<file path="config.mk">
export PLATFORM = sky130hd
export DESIGN_NAME = commit_pc2_packer
export DESIGN_NICKNAME = d
export VERILOG_FILES = /design/src/rtl/commit_pc2_packer.sv
export SDC_FILE = /design/constraint.sdc
export NUM_CORES = 1
export LEC_CHECK = 0
export CORE_AREA = 2 2 163 165
export CTS_CLUSTER_DIAMETER = 30
export DETAILED_ROUTE_END_ITERATION = 10
export DIE_AREA = 0 0 165 167
export GPL_TIMING_DRIVEN = 0
export PLACE_DENSITY_LB_ADDON = 0.12
export SLEW_MARGIN = 0
export SYNTH_ARGS = -nofsm -noshare
export SYNTH_HDL_FRONTEND = slang
export SYNTH_SLANG_ARGS = --single-unit
</file>
<file path="constraint.sdc">
create_clock -name clk -period 4.5 [get_ports clk]
set_input_delay 0.9 -clock clk [delete_from_list [all_inputs] [get_ports clk]]
set_output_delay 0.9 -clock clk [all_outputs]
set_load 0.005 [all_outputs]
</file>
<file path="src/rtl/commit_pc2_packer.sv">
// rtl/commit_pc2_packer.sv - packs the in-order retire stream into dual-slot commit reports
// Slot 1 always carries the older PC; a lone PC leaves on flush or after TIMEOUT cycles.
module commit_pc2_packer #(
  parameter int DATA_WIDTH = 32,
  parameter int DEPTH      = 8,
  parameter int TIMEOUT    = 4
) (
  input  logic                     clk,
  input  logic                     rst,
  input  logic                     in_valid,
  output logic                     in_ready,
  input  logic [DATA_WIDTH-1:0]    in_pc,
  input  logic                     flush,
  output logic                     wen1,
  output logic [DATA_WIDTH-1:0]    pc1,
  output logic                     wen2,
  output logic [DATA_WIDTH-1:0]    pc2,
  output logic [$clog2(DEPTH):0]   count
);

  localparam int AW = $clog2(DEPTH);
  localparam int CW = AW + 1;
  localparam int TW = (TIMEOUT > 1) ? $clog2(TIMEOUT) : 1;
  localparam logic [TW-1:0] TMAX = TW'(TIMEOUT - 1);

  logic [DATA_WIDTH-1:0] mem [DEPTH];
  logic [AW-1:0]         rd_ptr;
  logic [AW-1:0]         wr_ptr;
  logic [AW-1:0]         rd_nxt;
  logic [TW-1:0]         timer;

  logic                  push;
  logic                  emit_pair;
  logic                  emit_single;
  logic [CW-1:0]         pop_n;
  logic [CW-1:0]         count_next;
  logic [DATA_WIDTH-1:0] head;
  logic [DATA_WIDTH-1:0] head_nxt;

  assign in_ready = (count < CW'(DEPTH));

  // Emission looks only at registered count, so a PC pushed this cycle waits one more.
  always_comb begin
    push        = in_valid && in_ready;
    emit_pair   = (count >= CW'(2));
    emit_single = (count == CW'(1)) && (flush || (timer == TMAX));
    pop_n       = emit_pair ? CW'(2) : (emit_single ? CW'(1) : CW'(0));
    count_next  = count + CW'(push) - pop_n;
    rd_nxt      = rd_ptr + AW'(1);
    head        = mem[rd_ptr];
    head_nxt    = mem[rd_nxt];
  end

  always_ff @(posedge clk) begin
    if (rst && push) begin
      mem[wr_ptr] <= in_pc;
    end
  end

  always_ff @(posedge clk) begin
    if (!rst) begin
      count  <= '0;
      rd_ptr <= '0;
      wr_ptr <= '0;
      timer  <= '0;
      wen1   <= 1'b0;
      wen2   <= 1'b0;
      pc1    <= '0;
      pc2    <= '0;
    end else begin
      count  <= count_next;
      rd_ptr <= rd_ptr + pop_n[AW-1:0];
      if (push) begin
        wr_ptr <= wr_ptr + AW'(1);
      end

      if ((count != CW'(1)) || emit_pair || emit_single) begin
        timer <= '0;
      end else if (timer != TMAX) begin
        timer <= timer + TW'(1);
      end

      wen1 <= emit_pair || emit_single;
      wen2 <= emit_pair;
      if (emit_pair || emit_single) begin
        pc1 <= head;
      end
      pc2 <= emit_pair ? head_nxt : '0;
    end
  end

endmodule

</file>
Figure 1. Routed clock nets over the placement (run 1).
Scale: 1.5 px per µm.
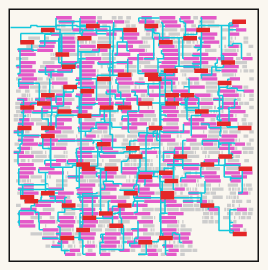
Key: clock wires = cyan [length 4,490 µm]; flip-flops = magenta [count 334]; cells driving clock nets = red [count 71]
There are 72 routed clock nets.

Figure 2. Metal layers overlaid (run 1).
Scale: 3 px per µm.
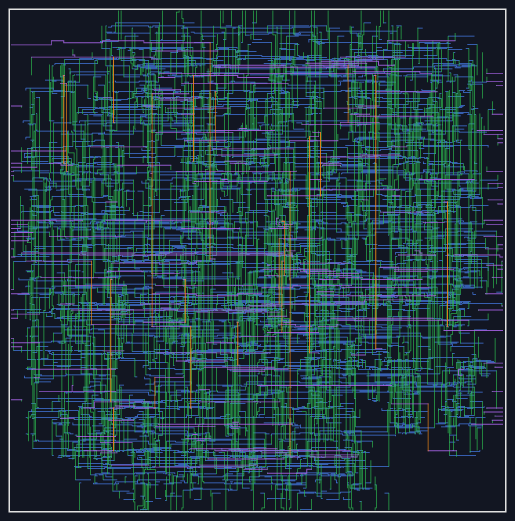
Key: met3 = purple [wire length 3,210 µm]; met4 = orange [wire length 836 µm]; met1 = blue [wire length 14,500 µm]; met2 = green [wire length 18,600 µm]

Figure 3. Clock nets (run 1).
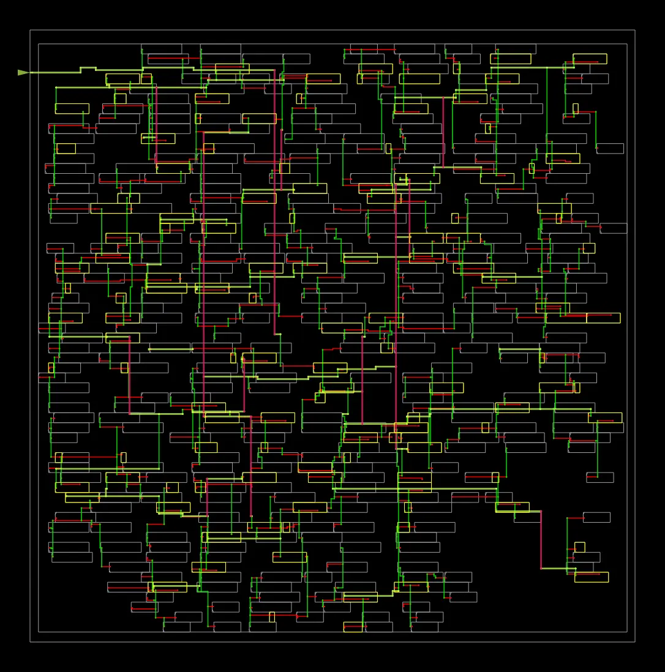
clkbuf count: 85
Sink Count: 334
TritonCTS Buffers: 71
Clock Skews: 0.01177 ns
Clk. pwr: 5.04 mW

==> Slide: Implementation Results, run 1 <==
Synthesis and Place & Route Summary

Outcome
  • Outcome: completed

GRT
  • GRT Overall Usage: ~28%
  • Maximum number of pins on one net before global-route repair: 21
  • Vias in the first global route: around 8,900
  • First-pass GRT wire length: 55.25 mm
  • Grt total ovfl: 0
  • Antenna violations before repair: 0

Synthesis
  • Syn_area_per_cell: around 18 µm²
  • Yosys chip area: approximately 14,000 µm²
  • Mapped Nets: 818
  • Top area cell types: edfxtp_1 55%, mux4_2 19%, dfxtp_1 11%
  • Ys flop type: edfxtp_1
  • Synthesized instance count: 772
  • Number of distinct library cells after synthesis: 32
  • Flip-flops with a built-in enable: 256
  • Post-Syn Area: approximately 14,000 µm²
  • Yosys cell count: about 770
  • Largest area contributor in the netlist: edfxtp_1
  • Ys flops: roughly 330
  • Async set or reset register ratio after synthesis: 0%
  • Synth top cell by count: edfxtp_1
  • Yosys Warn Count: 0
  • Dominant cell area share: between 50% and 60%
  • Register share after synthesis: 66.18%
  • Post-synth top cells: 256 x edfxtp_1, 119 x mux4_2, 102 x nand2_1

Placement
  • Hpwl dp: approximately 23 mm
  • Placed instance count: 1,227
  • Gp weighted congestion: approximately 0.76
  • PortBufs: roughly 110

Route
  • Routed WL: ~37 mm
  • DR pass1 iterations: 5
  • Mean number of vias per cell: roughly 6.1
  • Antenna viol nets, final: 0
  • Residual DRC: 0
  • Post-DR wirelength/cell: between 20 and 30 µm
  • Routed via count: approximately 8,300

Final timing
  • Min Tclk post-route: about 3.1 ns
  • Fin crit share: between 60% and 70%
  • Worst slew pin tran: just under 1 ns
  • Final slew viol count: 0
  • Unrepaired setup endpoints after global routing: no
  • Final setup fails: 0
  • Worst slew margin: 34.07%
  • Final hold vios: 0
  • Maximum clock frequency: between 300 and 400 MHz

Setup path
  • Crit path max fanout: 8
  • Crit path DRT: about 4.8 ns
  • Setup crit end kind: register
  • Crit Path Class: input port to register
  • Max stage delay on crit path: 0.77 ns
  • Reg2reg setup slack: between 1.5 and 2 ns
  • Startpoint type of the worst setup path: input port
  • CP arrival: roughly 3.3 ns
  • Crit path cell chain: clkdlybuf4s50_1 > nor2b_1 > clkbuf_1 > nand3_1 > nor3_2 > buf_8 > buf_6
  • CP max stage cell: nor3_2

Power
  • Seq pwr share: a little under a third
  • VDD IR-drop max: approximately 440 µV
  • Sw Share: 28.64%
  • P_leak: between 6 and 7 nW
  • Clock Power Share: 41.3%
  • Pwr Density: a little under 700 nW/µm²
  • Sw Pwr: ~3.5 mW
  • Combinational share of power: 26.9%
  • Internal power: 8.703 mW

CTS
  • CTS tree: built
  • Root buffer cell: clkbuf_16
  • CTS H-tree lvls: 3
  • Post-CTS Setup Bufs: 0
  • Latency at later pin: about 0.56 ns
  • # hold bufs at CTS: 0
  • Clock Pin Slew Worst Setup and Hold Paths: roughly 0.040 ns
  • CTS max path bufs: 3
  • Number of gates resized after CTS: 0

Die
  • Die height: around 170 µm
  • Floorplan utilization: a little over half
  • Placeable Area: approximately 26,000 µm²
  • Cell Rows: ~59
  • Die width: roughly 170 µm
  • Chip Area: 27,560 µm²
  • # IOs: between 100 and 150

Cells and area
  • Final std cells w/o fill: between 1,000 and 1,500
  • Fill cell count: 1,590
  • Layout Nets: slightly above 1,000
  • Final core occ: 70.32%
  • Share of cells above drive strength 1: between 20% and 30%
  • Syn-to-layout area delta: 29.62%

Hold path
  • Worst Hold Class: register to register

Run
  • Max Cap Viol: 0
  • Log Warnings: 26
-- run 1: worst max-delay path: cells and delay by family --
family        cells  cell delay (ns)
simple gates      3             1.25
buf+inv           4             1.15
-- run 1: path summary, 6_finish.rpt --
kind / to / from / cells after the start
max: mem[2][8]$_DFFE_PP_ / in_valid / 7
min: timer[0]$_SDFFE_PP0N_ / timer[0]$_SDFFE_PP0N_ / 1
max reg2reg: mem[2][8]$_DFFE_PP_ / count[3]$_SDFF_PN0_ / 6
min reg2reg: timer[0]$_SDFFE_PP0N_ / timer[0]$_SDFFE_PP0N_ / 1
-- run 1: flip-flops by register name, summed over array words and instances, names as in the netlist, 2 cells and up --
signal  flops
wr_ptr      3
pc2        32
count       4
rd_ptr      3
pc1        32
timer       2
mem       256
-- run 1: kinds of logic after synthesis --
group                      Yosys count  synth area share, %
xor gates and xnor gates             8               0.5014
DFF                                334                66.18
and+or+nand+nor                    134                3.975
AOI/OAI and AO/OA                   68                2.453
adders and majority gates           10                1.003
muxes                              161                23.23
buffers and inverters               57                2.659
-- run 1: power groups by stage --
stage	Sequential [mW]	Combinational [mW]	Clock [mW]
global route	3.90	3.50	5.25
global placement	3.90	3.18	0
floorplan	3.91	1.86	0
finish	3.87	3.29	5.04
CTS	3.87	3.31	5.08
detailed placement	3.92	3.28	0
-- run 1: metal layers --
| layer | share of wire, % | track usage, % |
|---|---|---|
| met5 | 0 | 0 |
| met4 | 2.3 | 9.868 |
| met3 | 8.7 | 6.401 |
| met2 | 50 | 45.80 |
| met1 | 39 | 37.28 |
-- run 1: stage by stage --
stage	power [mW]	hold WS (ns)	cell area, µm²	TNS [ns]	setup slack [ns]
CTS	12.26	0.4271	18120	0	1.433
floorplan	5.775	0.3985	13980	0	0.4154
global route	12.65	0.4427	18120	0	1.299
global placement	7.084	0.4100	15460	-339.39	-2.884
detailed placement	7.199	0.4189	15770	0	0.8726
finish	12.20	0.4257	18120	0	1.441
-- run 1: cell usage in the layout, fill, tap and decap left out, drive strengths merged, types with 24 or more instances in the layout --
cell type,count
nand2,102
edfxtp,256
buf,46
clkbuf,104
clkdlybuf4s50,106
dfxtp,78
mux2i,33
clkinv,24
a21oi,33
o21ai,34
mux4,128
-- run 1: area by class of cell --
class	instances	area [µm²]	area share [%]
Buffer	51	349.1	1.927
Clock buffer	85	1892	10.44
Clock inverter	45	457.9	2.528
Inverter	6	22.52	0.1243
Multi-Input combinational cell	381	4410	24.35
Sequential cell	334	9249	51.05
Tap cell	335	419.2	2.314
Timing Repair Buffer	120	1316	7.266
==> run 2: changes to the inputs <==
==> constraint.sdc (replaced) <==
create_clock -name clk -period 2.9 [get_ports clk]
set_input_delay 0.58 -clock clk [delete_from_list [all_inputs] [get_ports clk]]
set_output_delay 0.58 -clock clk [all_outputs]
set_load 0.005 [all_outputs]
Figure 4. Routed clock nets over the placement (run 2).
Scale: 1.5 px per µm.
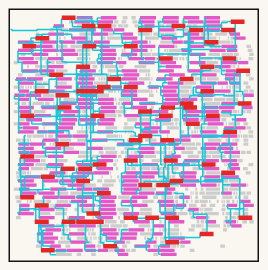
Key: clock wires = cyan [length 4,580 µm]; cells driving clock nets = red [count 73]; flip-flops = magenta [count 334]
There are 74 routed clock nets.
Clock Skews: 0.01827 ns
Clk. pwr: 7.93 mW
Clock Power Share: 41.7%
Latency at later pin: 0.55 ns

==> Slide: Implementation Results, run 2 <==
Synthesis and Place & Route Summary

Outcome
  • Outcome: completed

Synthesis
  • Register share after synthesis: 66.18% (unchanged)
  • Adder share: 1.003% (unchanged)
  • Largest area contributor in the netlist: edfxtp_1
  • Yosys cell count: 772 (unchanged)
  • Top area cell types: edfxtp_1 55%, mux4_2 19%, dfxtp_1 11%
  • AO/OA Area Share: 2.453% (unchanged)
  • Yosys simple share: 3.975% (unchanged)
  • Number of distinct library cells after synthesis: 32 (unchanged)
  • Yosys Warn Count: 0 (unchanged)
  • Yosys xor share: 0.5013% (unchanged)
  • Dominant cell area share: 55.00% (unchanged)
  • Mapped Nets: 818 (unchanged)
  • Synth top cell by count: edfxtp_1
  • Post-Syn Area: 13,980 µm² (unchanged)
  • Ys flops: 334 (unchanged)

Final timing
  • Final slew viol count: 0 (unchanged)
  • Fin crit share: between 90% and 100%
  • Final setup fails: 0 (unchanged)
  • Worst slew pin tran: 0.8834 ns (-0.1032 ns)
  • Unrepaired setup endpoints after global routing: no

Die
  • Cell Rows: 59 (unchanged)
  • Chip Area: 27,560 µm² (unchanged)
  • Die height: 167 µm (unchanged)
  • Die width: 165 µm (unchanged)
  • # IOs: 107 (unchanged)

Cells and area
  • Final Cell Area: 18,180 µm² (+0.37%)
  • Biggest register: mem
  • Fill cell count: 1,579 (-0.69%)
  • Max FFs per register: 256 (unchanged)
  • Syn-to-layout area delta: 30.10%
  • Gate Area: 4423 µm² (+0.28%)
  • Largest regs: mem x256, pc1 x32, pc2 x32
  • Share of cells above drive strength 1: 28.74% (+0.36 points)
  • Commonest Layout Cell: edfxtp_1

GRT
  • Maximum number of pins on one net before global-route repair: 20 (-4.8%)
  • Grt total ovfl: 0 (unchanged)
  • Met2 Use GR: 46.25% (+0.45 points)
  • GRT Overall Usage: 28.06% (about the same)
  • First-pass GRT wire length: 55.17 mm (-0.14%)
  • Antenna violations before repair: 0 (unchanged)

Power
  • Sw Share: 28.72% (+0.081 points)
  • Combinational share of power: 26.6% (-0.3 points)
  • P_leak: 6.110 nW (about the same)
  • Internal power: 13.54 mW (+56%)
  • Pwr Density: 1045 nW/µm² (+55%)

Hold path
  • Worst Hold Class: register to register

CTS
  • Root buffer cell: clkbuf_16
  • Clock Pin Slew Worst Setup and Hold Paths: 0.04 ns (about the same)
  • Sink Count: 334 (unchanged)
  • CTS max path bufs: 3 (unchanged)
  • Post-CTS Setup Bufs: 0 (unchanged)
  • # hold bufs at CTS: 0 (unchanged)
  • CTS H-tree lvls: 3 (unchanged)
  • TritonCTS Buffers: 73 (+2.8%)

Setup path
  • CP arrival: 2.88 ns (-0.44 ns)
  • Reg-to-reg critical path startpoint: count[3]$_SDFF_PN0_
  • Max stage delay on crit path: 0.73 ns (-0.04 ns)
  • Crit path DRT: 3.13 ns (-1.63 ns)

Route
  • Routed WL: 37.16 mm (+0.12%)
  • Antenna viol nets, final: 0 (unchanged)
  • Routed via count: 8,336 (+0.024%)

Placement
  • Setup WS pre-CTS: -0.2865 ns (-1.159 ns)

Run
  • Max Cap Viol: 0 (unchanged)
Figure 5. Gate-type map (run 2).
Scale: 1.5 px per µm.
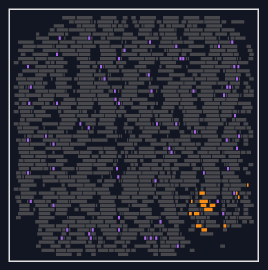
Key: NOR gates = orange [cells 14, where bottom right]; inverting AOI/OAI gates = purple [cells 67, where widely spread]

## run 2: path summary, 6_finish.rpt
check / slack, ns / end / depth (start not counted)
worst min register to register: 0.44 / timer[0]$_SDFFE_PP0N_ / 1
worst max-delay path: 0.25 / mem[1][18]$_DFFE_PP_ / 6
worst max register to register: 0.44 / mem[1][18]$_DFFE_PP_ / 5
worst min-delay path: 0.44 / timer[0]$_SDFFE_PP0N_ / 1
## run 2: area by class of cell
cell class	count	share of cell area (%)
antenna	1	0.01376
buffer	51	1.920
clock buffer	91	10.93
clock inverter	43	2.298
inverter	6	0.1239
multi-input combinational	381	24.33
sequential	334	50.87
tap	335	2.305
timing repair buffer	117	7.212
## run 2: metal layers
layer / vias up / share of wire (%) / wire length [µm]
li1: 3493 / - / -
met5: - / 0 / 0
met4: 0 / 2.9 / 1068
met3: 86 / 8.7 / 3239
met2: 480 / 51 / 18940
met1: 4277 / 37 / 13910
## run 2: kinds of logic after synthesis
| kind of cell | count (synthesis) |
|---|---|
| flops | 334 |
| fa+ha+maj | 10 |
| simple gates | 134 |
| buf+inv | 57 |
| mux | 161 |
| xor+xnor | 8 |
| compound gates | 68 |
## run 2: power by group through the flow
stage	clock network (mW)	logic [mW]	registers (mW)
2_1_floorplan	0	2.89	6.07
6_report	7.93	5.05	6.02
3_3_place_gp	0	4.93	6.06
3_5_place_dp	0	5.05	6.09
4_1_cts	7.98	5.10	6.02
5_1_grt	8.24	5.40	6.07
## run 2: through the flow
stage / cells / util, % / hold slack, ns / setup TNS (ns)
finish: 1359 / 70.57 / 0.4422 / 0
global route: 1358 / 70.56 / 0.4667 / 0
CTS: 1358 / 70.56 / 0.4518 / 0
detailed placement: 1224 / 61.23 / 0.4408 / -40.70
global placement: 1213 / 60.03 / 0.4105 / -549.30
floorplan: 772 / - / 0.3985 / -1.631
## run 2: worst max-delay path, delay by kind of cell
family        cells  cell delay (ns)
simple gates      3             1.24
buf+inv           3             1.03
Power and IR drop assume default switching activity.
